run_1/placement_by_type.png
(3 px per um) Fill, decap, tap and diode cells in gray.
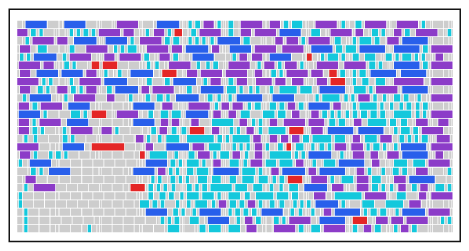
run_1/layer_met3.png
(4 px per um)
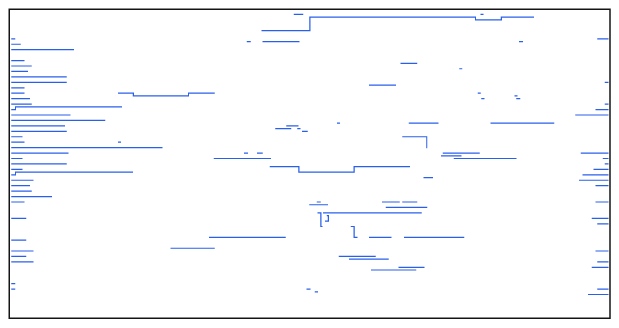
run_1/congestion.png
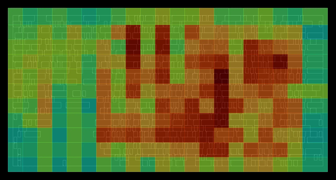
## config.mk

```make
export PLATFORM = sky130hd
export DESIGN_NAME = fifo_pkt_reader_flat
export DESIGN_NICKNAME = d
export VERILOG_FILES = /design/src/rtl/fifo_pkt_pkg.sv /design/src/rtl/fifo_pkt_reader_if.sv /design/src/rtl/fifo_pkt_out_stage.sv /design/src/rtl/fifo_pkt_reader.sv /design/src/flat_wrapper.sv
export SDC_FILE = /design/constraint.sdc
export NUM_CORES = 1
export LEC_CHECK = 0
export ABC_AREA = 1
export CELL_PAD_IN_SITES_DETAIL_PLACEMENT = 1
export CELL_PAD_IN_SITES_GLOBAL_PLACEMENT = 1
export CORE_ASPECT_RATIO = 0.5
export CORE_MARGIN = 2
export CORE_UTILIZATION = 29
export CTS_BUF_LIST = sky130_fd_sc_hd__clkbuf_2 sky130_fd_sc_hd__clkbuf_4 sky130_fd_sc_hd__clkbuf_8
export CTS_CLUSTER_SIZE = 16
export DETAILED_ROUTE_END_ITERATION = 10
export PLACE_DENSITY_LB_ADDON = 0.3
export SETUP_SLACK_MARGIN = 0.1
export SLEW_MARGIN = 25
export SYNTH_ARGS = -nofsm -noshare
export SYNTH_HDL_FRONTEND = slang
export SYNTH_SLANG_ARGS = --single-unit
```

## constraint.sdc

```tcl
create_clock -name clk -period 1.2 [get_ports clk]
set_input_delay 0.12 -clock clk [delete_from_list [all_inputs] [get_ports clk]]
set_output_delay 0.12 -clock clk [all_outputs]
set_load 0.1 [all_outputs]
```

## src/rtl/fifo_pkt_pkg.sv

```systemverilog
// Shared types and header field positions for the packet reader.
// FIFO_PKT_LEN_CHK_EN (see fifo_pkt_reader.sv) selects zero-length header handling.
package fifo_pkt_pkg;

  typedef enum logic {
    ST_IDLE = 1'b0,
    ST_BODY = 1'b1
  } pkt_state_e;

  // Payload word count sits in the low bits of the header word
  localparam int unsigned HDR_LEN_LSB = 0;

endpackage

```

## src/rtl/fifo_pkt_reader_if.sv

```systemverilog
// FIFO-side and stream-side signal bundle for fifo_pkt_reader.
// master = the reader itself, slave = the surrounding FIFO/sink environment.
interface fifo_pkt_reader_if #(
  parameter int unsigned DATA_WIDTH = 32,
  parameter int unsigned CNT_WIDTH  = 16
);
  logic [DATA_WIDTH-1:0] fifo_dout;
  logic                  fifo_empty;
  logic                  fifo_rd_en;
  logic [DATA_WIDTH-1:0] m_data;
  logic                  m_valid;
  logic                  m_sop;
  logic                  m_eop;
  logic                  m_ready;
  logic [CNT_WIDTH-1:0]  pkt_cnt;
  logic [CNT_WIDTH-1:0]  err_cnt;

  modport master (
    input  fifo_dout, fifo_empty, m_ready,
    output fifo_rd_en, m_data, m_valid, m_sop, m_eop, pkt_cnt, err_cnt
  );

  modport slave (
    output fifo_dout, fifo_empty, m_ready,
    input  fifo_rd_en, m_data, m_valid, m_sop, m_eop, pkt_cnt, err_cnt
  );
endinterface

```

## src/rtl/fifo_pkt_out_stage.sv

```systemverilog
// Single output register for the packet stream; holds data/sop/eop while the
// downstream stalls and drops valid once a beat is taken with nothing new loaded.
module fifo_pkt_out_stage #(
  parameter int unsigned DATA_WIDTH = 32
) (
  input  logic                  clk,
  input  logic                  rst,
  input  logic                  i_load,
  input  logic [DATA_WIDTH-1:0] i_data,
  input  logic                  i_sop,
  input  logic                  i_eop,
  input  logic                  i_ready,
  output logic                  o_valid,
  output logic [DATA_WIDTH-1:0] o_data,
  output logic                  o_sop,
  output logic                  o_eop
);
  logic                  r_valid;
  logic [DATA_WIDTH-1:0] r_data;
  logic                  r_sop;
  logic                  r_eop;

  always_ff @(posedge clk) begin
    if (rst) begin
      r_valid <= 1'b0;
      r_data  <= '0;
      r_sop   <= 1'b0;
      r_eop   <= 1'b0;
    end else if (i_load) begin
      r_valid <= 1'b1;
      r_data  <= i_data;
      r_sop   <= i_sop;
      r_eop   <= i_eop;
    end else if (i_ready) begin
      r_valid <= 1'b0;
    end
  end

  assign o_valid = r_valid;
  assign o_data  = r_data;
  assign o_sop   = r_sop;
  assign o_eop   = r_eop;
endmodule

```

## src/rtl/fifo_pkt_reader.sv

```systemverilog
// Reads length-prefixed packets from an FWFT FIFO and emits a sop/eop stream.
// Define FIFO_PKT_LEN_CHK_EN to drop zero-length headers and count them in err_cnt.
module fifo_pkt_reader
  import fifo_pkt_pkg::*;
#(
  parameter int unsigned DATA_WIDTH = 32,
  parameter int unsigned LEN_WIDTH  = 12,
  parameter int unsigned CNT_WIDTH  = 16
) (
  input logic            clk,
  input logic            rst,
  fifo_pkt_reader_if.master bus
);
  pkt_state_e            r_state;
  logic [LEN_WIDTH-1:0]  r_remaining;
  logic [CNT_WIDTH-1:0]  r_pkt_cnt;

  logic                  w_pop;
  logic                  w_load;
  logic                  w_sop;
  logic                  w_eop;
  logic                  w_zero_len;
  logic                  w_last;
  logic [LEN_WIDTH-1:0]  w_len;
  logic                  w_valid;
  logic [DATA_WIDTH-1:0] w_data;
  logic                  w_out_sop;
  logic                  w_out_eop;

  assign w_len      = bus.fifo_dout[HDR_LEN_LSB +: LEN_WIDTH];
  assign w_zero_len = (w_len == '0);
  assign w_last     = (r_remaining == LEN_WIDTH'(1));
  assign w_pop      = !rst && !bus.fifo_empty && (!w_valid || bus.m_ready);
  assign bus.fifo_rd_en = w_pop;

  always_comb begin
    w_sop = (r_state == ST_IDLE);
    w_eop = (r_state == ST_IDLE) ? w_zero_len : w_last;
`ifdef FIFO_PKT_LEN_CHK_EN
    // Zero-length header is popped but never reaches the output register
    w_load = w_pop && !((r_state == ST_IDLE) && w_zero_len);
`else
    w_load = w_pop;
`endif
  end

  always_ff @(posedge clk) begin
    if (rst) begin
      r_state     <= ST_IDLE;
      r_remaining <= '0;
      r_pkt_cnt   <= '0;
    end else begin
      if (w_pop) begin
        if (r_state == ST_IDLE) begin
          if (!w_zero_len) begin
            r_state     <= ST_BODY;
            r_remaining <= w_len;
          end
        end else begin
          r_remaining <= r_remaining - LEN_WIDTH'(1);
          if (w_last) r_state <= ST_IDLE;
        end
      end
      if (w_valid && bus.m_ready && w_out_eop) r_pkt_cnt <= r_pkt_cnt + CNT_WIDTH'(1);
    end
  end

`ifdef FIFO_PKT_LEN_CHK_EN
  logic [CNT_WIDTH-1:0] r_err_cnt;

  always_ff @(posedge clk) begin
    if (rst) begin
      r_err_cnt <= '0;
    end else if (w_pop && (r_state == ST_IDLE) && w_zero_len) begin
      r_err_cnt <= r_err_cnt + CNT_WIDTH'(1);
    end
  end

  assign bus.err_cnt = r_err_cnt;
`else
  assign bus.err_cnt = '0;
`endif

  fifo_pkt_out_stage #(
    .DATA_WIDTH(DATA_WIDTH)
  ) u_out_stage (
    .clk     (clk),
    .rst     (rst),
    .i_load  (w_load),
    .i_data  (bus.fifo_dout),
    .i_sop   (w_sop),
    .i_eop   (w_eop),
    .i_ready (bus.m_ready),
    .o_valid (w_valid),
    .o_data  (w_data),
    .o_sop   (w_out_sop),
    .o_eop   (w_out_eop)
  );

  assign bus.m_valid = w_valid;
  assign bus.m_data  = w_data;
  assign bus.m_sop   = w_out_sop;
  assign bus.m_eop   = w_out_eop;
  assign bus.pkt_cnt = r_pkt_cnt;
endmodule
```

## src/flat_wrapper.sv

```systemverilog
// flat-port wrapper written by rule: the top's interface ports become plain ports
module fifo_pkt_reader_flat import fifo_pkt_pkg::*;
#(
  parameter int unsigned DATA_WIDTH = 32,
  parameter int unsigned LEN_WIDTH  = 12,
  parameter int unsigned CNT_WIDTH  = 16
)
  (clk, rst, bus_fifo_dout, bus_fifo_empty, bus_m_ready, bus_fifo_rd_en, bus_m_data, bus_m_valid, bus_m_sop, bus_m_eop, bus_pkt_cnt, bus_err_cnt);
  fifo_pkt_reader_if #(.DATA_WIDTH(DATA_WIDTH), .CNT_WIDTH(CNT_WIDTH)) bus_i ();
  input logic clk;
  input logic rst;
  input wire logic [$bits(bus_i.fifo_dout)-1:0] bus_fifo_dout;
  input wire logic [$bits(bus_i.fifo_empty)-1:0] bus_fifo_empty;
  input wire logic [$bits(bus_i.m_ready)-1:0] bus_m_ready;
  output wire logic [$bits(bus_i.fifo_rd_en)-1:0] bus_fifo_rd_en;
  output wire logic [$bits(bus_i.m_data)-1:0] bus_m_data;
  output wire logic [$bits(bus_i.m_valid)-1:0] bus_m_valid;
  output wire logic [$bits(bus_i.m_sop)-1:0] bus_m_sop;
  output wire logic [$bits(bus_i.m_eop)-1:0] bus_m_eop;
  output wire logic [$bits(bus_i.pkt_cnt)-1:0] bus_pkt_cnt;
  output wire logic [$bits(bus_i.err_cnt)-1:0] bus_err_cnt;
  assign bus_i.fifo_dout = bus_fifo_dout;
  assign bus_i.fifo_empty = bus_fifo_empty;
  assign bus_i.m_ready = bus_m_ready;
  assign bus_fifo_rd_en = bus_i.fifo_rd_en;
  assign bus_m_data = bus_i.m_data;
  assign bus_m_valid = bus_i.m_valid;
  assign bus_m_sop = bus_i.m_sop;
  assign bus_m_eop = bus_i.m_eop;
  assign bus_pkt_cnt = bus_i.pkt_cnt;
  assign bus_err_cnt = bus_i.err_cnt;
  fifo_pkt_reader #(.DATA_WIDTH(DATA_WIDTH), .LEN_WIDTH(LEN_WIDTH), .CNT_WIDTH(CNT_WIDTH)) u_core (.clk(clk), .rst(rst), .bus(bus_i));
endmodule
```

==> Changelog: implementation, run 1 <==
### Physical design

* RePlAce Congestion at 0.8070
* Antenna violations before repair at 0
* Nature of the critical path startpoint: flop
* Area share of the largest cell type after synthesis at 41.56%
* Maximum root-to-sink buffer count at 2
* Clock tree from TritonCTS: done
* Warnings, synthesis at 0
* Total Nets Final at 649
* Failing checks: setup timing
* Post-synth area from yosys stat at 3083 sq um
* Total leakage power at 2.596 nW
* Via count of the first global-routing pass at 3758
* Number of logged tool warnings at 30
* Reg-to-reg slack, setup at -290 ps
* First-iteration detailed-routing DRC count at 131
* Crit path max fanout at 3
* Post-synth area hogs: dfxtp_1 (42%), nand2_1 (14%), a21oi_1 (7.0%), nor2_1 (6.1%), inv_1 (5.2%)
* Share of cells above drive strength 1 at 49.43%
* Grt ovf at 0
* Hold Fails Final Rpt at 0
* Most instantiated cells after synthesis: nand2_1 (117), dfxtp_1 (64), nor2_1 (50)
* Fmax at 0.6710 GHz
* Clock sink count at 64
* Total vias in the final route at 3702
* Setup Viol. Count Final at 64
* Total GRT Usage at 21.11%
* Max_cap viols at 0
* Post-synth cell types at 36
* Highest-delay cell along the critical path: dfxtp_2
* Latest clock arrival within the worst-skew pair at 370 ps
* Sequential cell area at 1375 sq um
* Count of pins on the block boundary at 104
* Largest net degree at the start of global routing at 33
* Total half-perimeter wirelength after legalization and detailed placement at 7837 um
* Final setup margin at -290.2 ps
* Syn-to-layout area delta at 97.52%
* Final max-slew violation count at 0
* Top cell type by total area after synthesis: dfxtp_1
* Post-Synthesis Cells at 441
* Peak VDD IR at 0.5558 mV
* Worst clock skew at 12.02 ps
* Total routed wirelength at 14400 um
* Delay contributed by the slowest stage of the critical path at 340 ps
* Floorplan core density at 29.99%
* Cell with the most instances after synthesis: nand2_1
* Number of flops mapped to enable cells by yosys at 0
* Cell seen most often among critical-path stages: nand2_1
* Run status: finished with violations
* Total of hold buffers inserted after clock tree synthesis at 0
* PD cells at 1084 nW/um^2
* CTS clk-pin slew, worst paths at 80 ps
* Share of the yosys chip area belonging to registers at 41.56%
* Total standard cell area after synthesis at 3083 sq um
* CTS Root Buffer Type: clkbuf_8
* Required time reported for the critical path endpoint at 1440 ps
* DRC violations left at 0
* Core area at 10280 sq um
* Post-synthesis async set-or-reset flop share at 0%
* List of cells traversed by the critical path: inv_2 -> ha_4 -> inv_2 -> nor2_4 -> nand2_1 -> o21ai_1 -> nand2_1 -> nand2_1 -> a21oi_2
* Worst path arrival time at 1730 ps
* Kind of cell with the highest combined delay on the critical path: simple AND/OR/NAND/NOR gates
* Post-route clock period utilization at 124.2%
* Most used flip-flop cell after synthesis: dfxtp_1
* Cells in synth_stat.txt at 441
* Count of non-filler cells in the finished layout at 755
* Die height at 76.91 um
* Via density per instance at 4.903
* # diodes at 0
* Crit path kind: flop to flop
* Worst setup timing slack at the placement stage at -538.6 ps
* Number of buffers and inverters on the critical path at 2
* Number of optimization iterations in the first detailed-route pass at 4
* Kind of capture point of the worst setup path: flop
* Cells after DPL at 707
* Global-route wire length before repair at 18840 um
* Clock period minus worst slack at 1490 ps
* Mapped Avg Cell Area at 6.991 sq um
* Post-route ant nets at 0
* Area used by multi-input combinational logic at 1954 sq um
* DIE WIDTH at 149.8 um
* Layout filler cell count at 1171
* Die Size at 11520 sq um
* Unrepaired setup endpoints after global routing: true
* Count of state elements after synthesis at 64
* Port Buffer Count at 87
* Number of H-tree levels at 3
* Num CTS Buffers at 9
* Cell Rows at 26
* Class of the tightest hold or removal check: input port to flop
## Picture notes: placement_by_type.png
| class | color | cells | share of their area |
|---|---|---|---|
| clock drivers and dummy loads | red | 16 | 3.2% |
| remaining buffers and delay cells | purple | 172 | 37% |
| sequential cells | blue | 64 | 23% |
| combinational and other logic | cyan | 363 | 36% |

## Picture notes: layer_met3.png
main direction: horizontal
wire length on this layer: 782 um

## Picture notes: congestion.png
wire length per cell: 19.07 um
post-route core utilization: 59.24%
met2 global-route usage: 38.36%
most used routing layer in global routing: met2
met1 GRT Util: 22.50%

-- run 1: where the power goes --
group	internal [mW]	leakage (nW)	switching, mW
Combinational	0.848	1.95	1.47
Sequential	2.21	0.546	0.129
Clock	1.02	0.104	0.924
-- run 1: metal layers --
layer  routed length [um]  global-route usage [%]  vias to the layer above
met5                    0                       0                        -
met4                  448                   8.868                        0
met3                  781                   6.845                       38
met2                 7580                   38.36                      128
met1                 5588                   22.50                     1820
li1                     -                       -                     1716
-- run 1: through the flow --
step / total power, mW / hold WS, ps / cell area (sq um) / TNS [ps] / util (%)
2_1_floorplan: 3.561 / 205.5 / 3297 / -5875 / -
3_3_place_gp: 4.257 / 452.7 / 5094 / -20580 / 49.55
3_5_place_dp: 4.287 / 461.0 / 5094 / -24440 / 49.55
4_1_cts: 6.295 / 303.9 / 5620 / -2730 / 54.67
5_1_grt: 6.856 / 210.5 / 6090 / -10180 / 59.24
6_report: 6.603 / 224.1 / 6090 / -6323 / 59.24
-- run 1: layout make-up --
type	instances	share of cell area, %
clock buffers	12	2.404
inverters	46	3.082
well taps	140	2.877
clock inverters	4	0.7397
flip-flops and latches	64	22.58
repair buffers	172	36.22
multi-input cells	317	32.09
-- run 1: worst reg2reg max path: cells and delay by family, from the launching register on --
kind / cells / cell delay, ps
adder cells (fa/ha/maj): 1 / 160
AND/OR/NAND/NOR: 4 / 440
AND-OR/OR-AND: 2 / 300
buffers and inverters: 2 / 140
flip-flops: 1 / 340
-- run 1: cell usage in the layout, fill, tap and decap left out, drive strengths merged --
master / instances
buf: 137
nor2: 53
ha: 3
a211oi: 1
o31ai: 1
nand3b: 1
o211ai: 2
clkinv: 4
a21oi: 47
dlymetal6s2s: 1
inv: 45
nand2: 123
bufinv: 1
dfxtp: 64
xor2: 1
nand3: 29
nand4: 1
nor3: 4
conb: 16
or2: 1
o21ai: 32
o22ai: 1
clkdlybuf4s50: 34
clkbuf: 12
and3: 1
-- run 1: logic make-up after synthesis --
kind of cell | count (synthesis) | synth area share, %
buffers and inverters | 77 | 11.89
flip-flops | 64 | 41.56
AND/OR/NAND/NOR | 212 | 30.11
adder cells (fa/ha/maj) | 3 | 1.218
AND-OR/OR-AND | 83 | 14.81
other | 1 | 0.1216
XOR/XNOR | 1 | 0.2841
-- run 1: flip-flops by register name (all words and copies together), names as in the netlist --
name and flops:
u_core.u_out_stage.o_valid 1, u_core.u_out_stage.o_data 32, u_core.r_remaining 12, u_core.bus.pkt_cnt 16, u_core.u_out_stage.o_sop 1, u_core.r_state 1, u_core.u_out_stage.o_eop 1
-- run 1: worst paths after layout --
path	start	endpoint	depth (start not counted)
setup / recovery	u_core.r_remaining[1]	u_core.r_remaining[6]	9
hold / removal	bus_m_ready	u_core.u_out_stage.o_valid	4
setup reg to reg	u_core.r_remaining[1]	u_core.r_remaining[6]	9
hold reg to reg	u_core.u_out_stage.o_data[18]	u_core.u_out_stage.o_data[18]	2
-- run 1: repair_timing --
action,in CTS,in global routing
buffers inserted,20,13
resized,47,119
cloned,2,0
setup endpoints to repair,70,80
pin swaps,20,26
run_1/logic_types.png
(3 px per um)
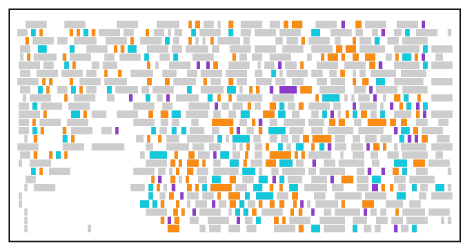

==> run 1 -> run 2 <==
--- a/config.mk
+++ b/config.mk
@@ -15,4 +15,5 @@
 export CTS_CLUSTER_SIZE = 16
 export DETAILED_ROUTE_END_ITERATION = 10
+export HOLD_SLACK_MARGIN = 0.03
 export PLACE_DENSITY_LB_ADDON = 0.3
 export SETUP_SLACK_MARGIN = 0.1
==> constraint.sdc (replaced) <==
create_clock -name clk -period 1.2 [get_ports clk]
set_input_delay 0.12 -clock clk [delete_from_list [all_inputs] [get_ports clk]]
set_output_delay 0.12 -clock clk [all_outputs]
set_load 0.02 [all_outputs]
run_2/logic_types.png
(3 px per um)
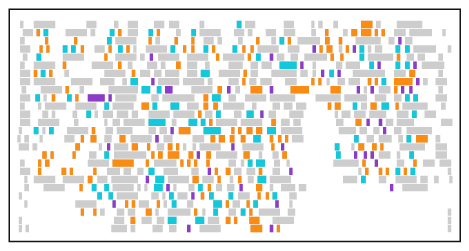
| family | color | cells | most used |
|---|---|---|---|
| inv cells | purple | 46 | inv_1 |
| aoi and oai cells | cyan | 83 | a21oi_1 |
| nand cells | orange | 154 | nand2_1 |

run_2/placement_by_type.png
(3 px per um) Fill, decap, tap and diode cells in gray.
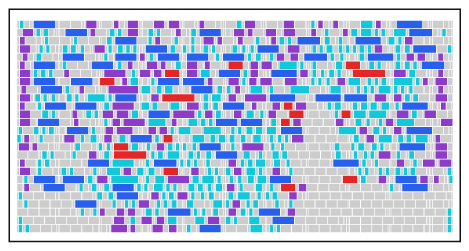
| class | color | cells | share of their area |
|---|---|---|---|
| clock drivers and dummy loads | red | 16 | 5.1% |
| sequential cells | blue | 64 | 27% |
| remaining buffers and delay cells | purple | 161 | 28% |
| combinational and other logic | cyan | 362 | 39% |

run_2/sizes.png
(3 px per um)
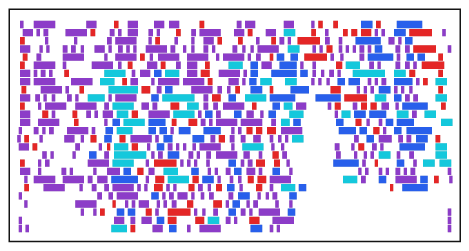
| size | color | cells | share | most used |
|---|---|---|---|---|
| _3 and _4 cells | blue | 86 | 14% | buf_4 |
| _2 cells | red | 103 | 17% | buf_2 |
| _0 and _1 cells | purple | 367 | 61% | nand2_1 |
| _6 and larger | cyan | 47 | 7.8% | buf_6 |

==> Changelog: implementation, run 2 <==
### Physical design

* Run status: finished with violations (unchanged)
* Failing checks: setup timing (unchanged)
* Post-synth area from yosys stat at 3083 sq um (unchanged)
* Die Size at 11520 sq um (unchanged)
* Worst clock skew at 8.497 ps (was 12.02 ps)
* Post-synth area hogs: dfxtp_1 (42%), nand2_1 (14%), a21oi_1 (7.0%), nor2_1 (6.1%), inv_1 (5.2%) (unchanged)
* Share of synthesized cell area in full adder, half adder and majority cells at 1.218% (unchanged)
* Worst path arrival time at 1710 ps (was 1730 ps)
* Most instantiated cells after synthesis: nand2_1 (117), dfxtp_1 (64), nor2_1 (50) (unchanged)
* Port Buffer Count at 87 (unchanged)
* Aoi/oai-family share of the synthesized area at 14.81% (unchanged)
* Hold Fails Final Rpt at 0 (unchanged)
* Wire length per cell at 14.64 um (was 19.07 um)
* Total routed wirelength at 10880 um (was 14400 um)
* List of cells traversed by the critical path: clkdlybuf4s50_1 -> inv_1 -> a21oi_4 -> nand2_4 -> buf_12 -> a21oi_4 -> buf_12 -> nand3_1 -> a21oi_2 (was inv_2 -> ha_4 -> inv_2 -> nor2_4 -> nand2_1 -> o21ai_1 -> nand2_1 -> nand2_1 -> a21oi_2)
* DRC violations left at 0 (unchanged)
* Clk pwr share at 40.1% (was 29.5%)
* Most used flip-flop cell after synthesis: dfxtp_1 (unchanged)
* Highest-delay cell along the critical path: clkdlybuf4s50_1 (was dfxtp_2)
* PD cells at 1175 nW/um^2 (was 1084 nW/um^2)
* Most frequently placed logic cell in the final layout: nand2_1 (unchanged)
* Clock tree from TritonCTS: done (unchanged)
* Nature of the critical path startpoint: input port (was flop)
* Largest net degree at the start of global routing at 35 (was 33)
* Combinational family with the most area after synthesis: simple AND/OR/NAND/NOR gates (unchanged)
* First-iteration detailed-routing DRC count at 75 (was 131)
* Total vias in the final route at 3403 (was 3702)
* DIE WIDTH at 149.8 um (unchanged)
* Warnings, synthesis at 0 (unchanged)
* Peak VDD IR at 0.5129 mV (was 0.5558 mV)
* Max_cap viols at 0 (unchanged)
* Floorplan core density at 29.99% (unchanged)
* Net switching power at 1.764 mW (was 2.527 mW)
* Post-route clock period utilization at 118.2% (was 124.2%)
* Number of buffers and inverters on the critical path at 4 (was 2)
* Mapped Avg Cell Area at 6.991 sq um (unchanged)
* RePlAce Congestion at 0.7667 (was 0.8070)
* Number of optimization iterations in the first detailed-route pass at 4 (unchanged)
* Number of flops mapped to enable cells by yosys at 0 (unchanged)
* Number of flip-flops under the largest register name at 32 (unchanged)
* Cell Rows at 26 (unchanged)
* Fraction of power spent switching nets at 29.67% (was 38.27%)
* Fmax at 0.7048 GHz (was 0.6710 GHz)
* Top cell type by total area after synthesis: dfxtp_1 (unchanged)
* Multiplexer share at 0% (unchanged)
* Fraction of power consumed by combinational cells at 21.4% (was 35.2%)
* Area share of the largest cell type after synthesis at 41.56% (unchanged)
* Via density per instance at 4.580 (was 4.903)
* Clock period minus worst slack at 1419 ps (was 1490 ps)
* Delay contributed by the slowest stage of the critical path at 490 ps (was 340 ps)
* Hold slack final at 293.6 ps (was 224.1 ps)
* Syn-to-layout area delta at 64.20% (was 97.52%)
* Cell area reported after detailed placement at 4527 sq um (was 5094 sq um)
* Post-Synthesis Cells at 441 (unchanged)
* Final setup margin at -218.9 ps (was -290.2 ps)
* Share of the yosys chip area belonging to registers at 41.56% (unchanged)
* Total standard cell area after synthesis at 3083 sq um (unchanged)
* Crit path max fanout at 8 (was 3)
* Count of state elements after synthesis at 64 (unchanged)
* Unrepaired setup endpoints after global routing: true (unchanged)
* Core area at 10280 sq um (unchanged)
* Required time reported for the critical path endpoint at 1490 ps (was 1440 ps)
* Final max-slew violation count at 0 (unchanged)
* Num CTS Buffers at 9 (unchanged)
* Post-route setup TNS at -7268 ps (was -6323 ps)
* CTS Root Buffer Type: clkbuf_8 (unchanged)
* CTS clk-pin slew, worst paths at 80 ps (about the same)
* Number of H-tree levels at 3 (unchanged)
* Post-route ant nets at 0 (unchanged)
* Total Nets Final at 637 (was 649)
* Total of hold buffers inserted after clock tree synthesis at 0 (unchanged)
* Class of the tightest hold or removal check: input port to flop (unchanged)
* # diodes at 0 (unchanged)
* Summed area of non-filler cells in the final layout at 5062 sq um (was 6090 sq um)
* Setup Viol. Count Final at 62 (was 64)
* Overall Power at 5.946 mW (was 6.603 mW)
* Total leakage power at 2.354 nW (was 2.596 nW)
* Post-Synth XOR/XNOR Area at 0.2841% (unchanged)
* Maximum root-to-sink buffer count at 2 (unchanged)
* Antenna violations before repair at 0 (unchanged)
* Area fraction in and, or, nand and nor cells at 30.11% (unchanged)
* Count of pins on the block boundary at 104 (unchanged)
* Number of logged tool warnings at 30 (unchanged)
* Crit path kind: input port to flop (was flop to flop)
* Total internal power at 4.182 mW (was 4.077 mW)
* Post-synthesis async set-or-reset flop share at 0% (unchanged)
* Sequential group share of total power at 38.4% (was 35.4%)
* Via count of the first global-routing pass at 3550 (was 3758)
* Cell with the most instances after synthesis: nand2_1 (unchanged)
* Total half-perimeter wirelength after legalization and detailed placement at 7097 um (was 7837 um)
* Post-synth cell types at 36 (unchanged)
==> run 2: cell counts after synthesis <==
Identical to the previous run, type by type.
==> run 2: worst register-to-register path, cell delays in order, from the launching register on <==
cell and delay (ps):
dfxtp_4 360, a21oi_4 170, nand2_4 100, buf_12 140
a21oi_4 170, buf_12 160, nand3_1 110, a21oi_2 140
==> run 2: per-layer routing <==
layer  wire, um  vias to the layer above  GRT usage, %
met1       4936                     1608         23.88
met2       5152                       82         34.34
met5          0                        -             0
li1           -                     1694             -
met4        272                        0         7.830
met3        519                       19         5.476
==> run 2: final timing paths <==
check / start / endpoint / slack (ps) / cells past startpoint
setup / recovery: bus_m_ready / u_core.r_remaining[7] / -220 / 9
hold / removal: bus_fifo_dout[31] / u_core.u_out_stage.o_data[31] / 290 / 3
setup reg to reg: u_core.u_out_stage.o_valid / u_core.r_remaining[7] / -200 / 7
hold reg to reg: u_core.u_out_stage.o_data[15] / u_core.u_out_stage.o_data[15] / 460 / 2
==> run 2: kinds of logic (layout without fill, tap and decap cells) <==
kind of cell	count (synthesis)	after routing
xor+xnor	1	1
compound gates	83	83
buf+inv	77	223
fa+ha+maj	3	3
flops	64	64
other cells	1	16
simple gates	212	213
==> run 2: layout make-up <==
| type | instances | area, sq um |
|---|---|---|
| fillers | 1291 | 5218 |
| multi-input cells | 316 | 1735 |
| repair buffers | 161 | 1381 |
| flip-flops and latches | 64 | 1333 |
| inverters | 46 | 188.9 |
| well taps | 140 | 175.2 |
| clock inverters | 7 | 125.1 |
| clock buffers | 9 | 123.9 |
==> run 2: through the flow <==
stage | cells | utilization, %
final | 743 | 49.25
after global routing | 743 | 49.25
after CTS | 740 | 48.71
after detailed placement | 707 | 44.04
after global placement | 707 | 44.04
after floorplan | 456 | -
==> run 2: power by group through the flow <==
stage	clock network (mW)	registers, mW	logic [mW]
after floorplan	0	2.43	0.515
after global placement	0	2.34	1.12
after detailed placement	0	2.34	1.14
after CTS	2.44	2.28	1.23
after global routing	2.55	2.30	1.39
final	2.39	2.28	1.28
==> run 2: repair_timing <==
action	CTS	global route
setup endpoints to repair	114	81
resized	279	46
pin swaps	25	10
gates cloned	2	0
buffers inserted	15	8
run_2/congestion.png
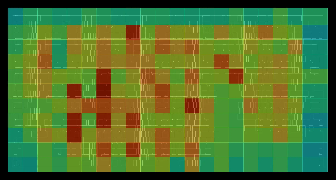

==> run 2 -> run 3 <==
- CORE_UTILIZATION: 29 -> 33
- HOLD_SLACK_MARGIN: 0.03 -> 0.15
- clock period: 1.2 -> 1.33 ns (I/O delays scaled with it)
run_3/congestion.png
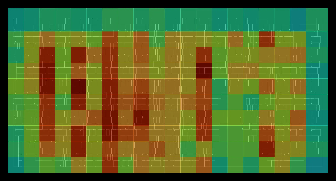
met2 global-route usage: 38.16%
Total GRT Usage: 21.53%
wire length per cell: 17.85 um

run_3/placement_by_type.png
(3 px per um) Fill, decap, tap and diode cells in gray.
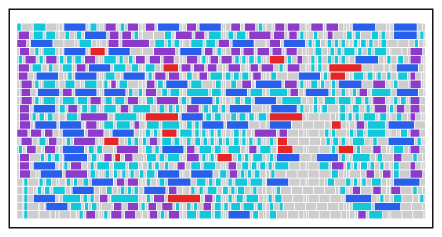
| class | color | cells | share of their area |
|---|---|---|---|
| remaining buffers and delay cells | purple | 146 | 27% |
| clock drivers and dummy loads | red | 16 | 5.1% |
| sequential cells | blue | 64 | 25% |
| combinational and other logic | cyan | 362 | 42% |

run_3/layer_met3.png
(4 px per um)
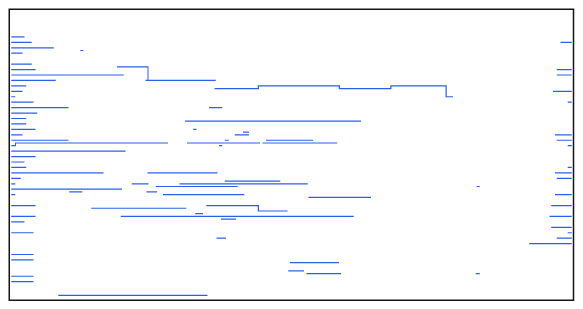
nets with wire on the layer: 76
main direction: horizontal
wire length on this layer: 861 um
share of all routed wire: 6.8%

==> Changelog: implementation, run 3 <==
### Physical design

* Hold Fails Final Rpt at 0 (unchanged)
* Required time reported for the critical path endpoint at 1580 ps (was 1490 ps)
* Post-route ant nets at 0 (unchanged)
* Antenna violations before repair at 0 (unchanged)
* Final setup margin at -132.4 ps (was -218.9 ps)
* Layout filler cell count at 1057 (was 1291)
* Summed area of non-filler cells in the final layout at 5329 sq um (was 5062 sq um)
* Top cell type by total area after synthesis: dfxtp_1 (unchanged)
* Total leakage power at 2.398 nW (was 2.354 nW)
* Cell area reported after detailed placement at 4317 sq um (was 4527 sq um)
* Count of state elements after synthesis at 64 (unchanged)
* Number of flops mapped to enable cells by yosys at 0 (unchanged)
* Number of H-tree levels at 3 (unchanged)
* Warnings, synthesis at 0 (unchanged)
* Post-synth area from yosys stat at 3083 sq um (unchanged)
* Worst path arrival time at 1710 ps (about the same)
* Cell with the most instances after synthesis: nand2_1 (unchanged)
* Total routed wirelength at 12590 um (was 10880 um)
* Via density per instance at 4.935 (was 4.580)
* Fmax at 0.6838 GHz
* Share of cells above drive strength 1 at 38.27% (was 39.14%)
* Most instantiated cells after synthesis: nand2_1 (117), dfxtp_1 (64), nor2_1 (50) (unchanged)
* Post-route clock period utilization at 110.0%
* Kind of capture point of the worst setup path: flop (unchanged)
* Total vias in the final route at 3479 (was 3403)
* # diodes at 0 (unchanged)
* Nature of the critical path startpoint: flop (was input port)
* Class of the tightest hold or removal check: input port to flop (unchanged)
* Cell Rows at 24 (was 26)
* DRC violations left at 0 (unchanged)
* Maximum root-to-sink buffer count at 2 (unchanged)
* Clock period minus worst slack at 1462 ps
* Total of hold buffers inserted after clock tree synthesis at 0 (unchanged)
* Final max-slew violation count at 0 (unchanged)
* Total half-perimeter wirelength after legalization and detailed placement at 6901 um (was 7097 um)
* Number of flip-flops under the largest register name at 32 (unchanged)
* Post-synth area hogs: dfxtp_1 (42%), nand2_1 (14%), a21oi_1 (7.0%), nor2_1 (6.1%), inv_1 (5.2%) (unchanged)
* Global-route wire length before repair at 17090 um (was 17870 um)
* Grt ovf at 0 (unchanged)
* Clock tree from TritonCTS: done (unchanged)
* Post-route core utilization at 59.95% (was 49.25%)
* Peak VDD IR at 0.4488 mV (was 0.5129 mV)
* Cells in synth_stat.txt at 441 (unchanged)
* Num CTS Buffers at 9 (unchanged)
* Failing checks: setup timing (unchanged)
* Most common logic cells in the final layout: nand2_1 (82), dfxtp_1 (48), buf_4 (38) (was nand2_1 (100), buf_4 (51), buf_2 (45), dfxtp_1 (45), inv_1 (38))
* Cells after DPL at 665 (was 707)
* Latest clock arrival within the worst-skew pair at 360 ps (about the same)
* Share of the yosys chip area belonging to registers at 41.56% (unchanged)
* Post-route setup TNS at -2100 ps (was -7268 ps)
* Total standard cell area after synthesis at 3083 sq um (unchanged)
* Port Buffer Count at 87 (unchanged)
* Die Size at 10180 sq um (was 11520 sq um)
* Count of non-filler cells in the finished layout at 705 (was 743)
* DIE WIDTH at 140.7 um (was 149.8 um)
* Number of optimization iterations in the first detailed-route pass at 4 (unchanged)
* Setup Viol. Count Final at 47 (was 62)
* Most used flip-flop cell after synthesis: dfxtp_1 (unchanged)
* Core area at 8889 sq um (was 10280 sq um)
* Crit path max fanout at 4 (was 8)
* Die height at 72.35 um (was 76.91 um)
* Area share of the largest cell type after synthesis at 41.56% (unchanged)
* Syn-to-layout area delta at 72.85% (was 64.20%)
* Worst clock skew at 7.187 ps (was 8.497 ps)
* Floorplan core density at 34.68% (was 29.99%)
* Hold slack final at 312.9 ps (was 293.6 ps)
* Unrepaired setup endpoints after global routing: true (unchanged)
* Post-synth cell types at 36 (unchanged)
* Mapped Avg Cell Area at 6.991 sq um (unchanged)
* Number of logged tool warnings at 30 (unchanged)
* Largest net degree at the start of global routing at 35 (unchanged)
* Post-Synthesis Cells at 441 (unchanged)
* Via count of the first global-routing pass at 3442 (was 3550)
* Most frequently placed logic cell in the final layout: nand2_1 (unchanged)
* Post-synthesis async set-or-reset flop share at 0% (unchanged)
* PD cells at 1068 nW/um^2 (was 1175 nW/um^2)
* Max_cap viols at 0 (unchanged)
* RePlAce Congestion at 0.8267 (was 0.7667)
* Run status: finished with violations (unchanged)
* Count of pins on the block boundary at 104 (unchanged)
* CTS clk-pin slew, worst paths at 80 ps (about the same)
* Reg-to-reg slack, setup at -130 ps (was -200 ps)
* Crit path kind: flop to flop (was input port to flop)
* Clock sink count at 64 (unchanged)
* Total Nets Final at 622 (was 637)
* CTS Root Buffer Type: clkbuf_8 (unchanged)
* First-iteration detailed-routing DRC count at 107 (was 75)
## run 3: final cells by class
class / instances / area (sq um) / area share [%]
repair buffers: 146 / 1423 / 26.70
well taps: 117 / 146.4 / 2.747
multi-input cells: 316 / 1977 / 37.10
clock buffers: 9 / 123.9 / 2.324
clock inverters: 7 / 142.6 / 2.677
flip-flops and latches: 64 / 1319 / 24.75
inverters: 46 / 197.7 / 3.710
## run 3: worst paths after layout
| check | startpoint | to | cells past startpoint |
|---|---|---|---|
| max | u_core.u_out_stage.o_valid | u_core.u_out_stage.o_eop | 8 |
| max reg2reg | u_core.u_out_stage.o_valid | u_core.u_out_stage.o_eop | 8 |
| min reg2reg | u_core.u_out_stage.o_data[19] | u_core.u_out_stage.o_data[19] | 2 |
| min | bus_fifo_dout[31] | u_core.u_out_stage.o_data[31] | 3 |
## run 3: cell families (layout without fill, tap and decap cells)
| family | count (synthesis) | after routing | share of synthesized area (%) |
|---|---|---|---|
| AND-OR/OR-AND | 83 | 83 | 14.81 |
| XOR/XNOR | 1 | 1 | 0.2841 |
| other | 1 | 16 | 0.1216 |
| AND/OR/NAND/NOR | 212 | 213 | 30.11 |
| adder cells (fa/ha/maj) | 3 | 3 | 1.218 |
| buffers and inverters | 77 | 208 | 11.89 |
| flip-flops | 64 | 64 | 41.56 |
## run 3: metal layers
layer  part of all wire [%]  up-vias  track usage (%)
met5                      0        -                0
met2                     51      110            38.16
met1                     40     1685            25.93
li1                       -     1663                -
met3                    6.8       21            6.997
met4                    1.8        0            4.889
## run 3: repair_timing
action / 4_1_cts / 5_1_grt
gates cloned: 1 / 4
setup buffers: 12 / 12
pin swaps: 17 / 25
setup endpoints to repair: 108 / 81
gates resized: 145 / 130
hold endpoints to repair: 0 / 0
## run 3: metrics by stage
step / worst slack (ps) / power, mW
after global routing: -179.8 / 5.893
after global placement: -482.1 / 3.061
after detailed placement: -494.4 / 3.085
final: -132.4 / 5.689
after CTS: -79.59 / 5.469
after floorplan: 87.20 / 2.644
## run 3: worst max-delay path, cell delays in order, from the launching register on
cell      delay (ps)
dfxtp_4          360
a21oi_4          200
nand2_4          130
buf_12           150
a21oi_4          140
buf_6            140
nand2_4           60
o211ai_1         120
inv_2             50
## run 3: report_power, final
group / switching, mW / leakage (nW) / internal [mW]
sequential: 0.0935 / 0.534 / 2.01
combinational: 0.727 / 1.73 / 0.559
clock: 0.863 / 0.134 / 1.44
total: 1.68 / 2.40 / 4.01
No activity file was given, so power comes from the tool's default toggle rates.
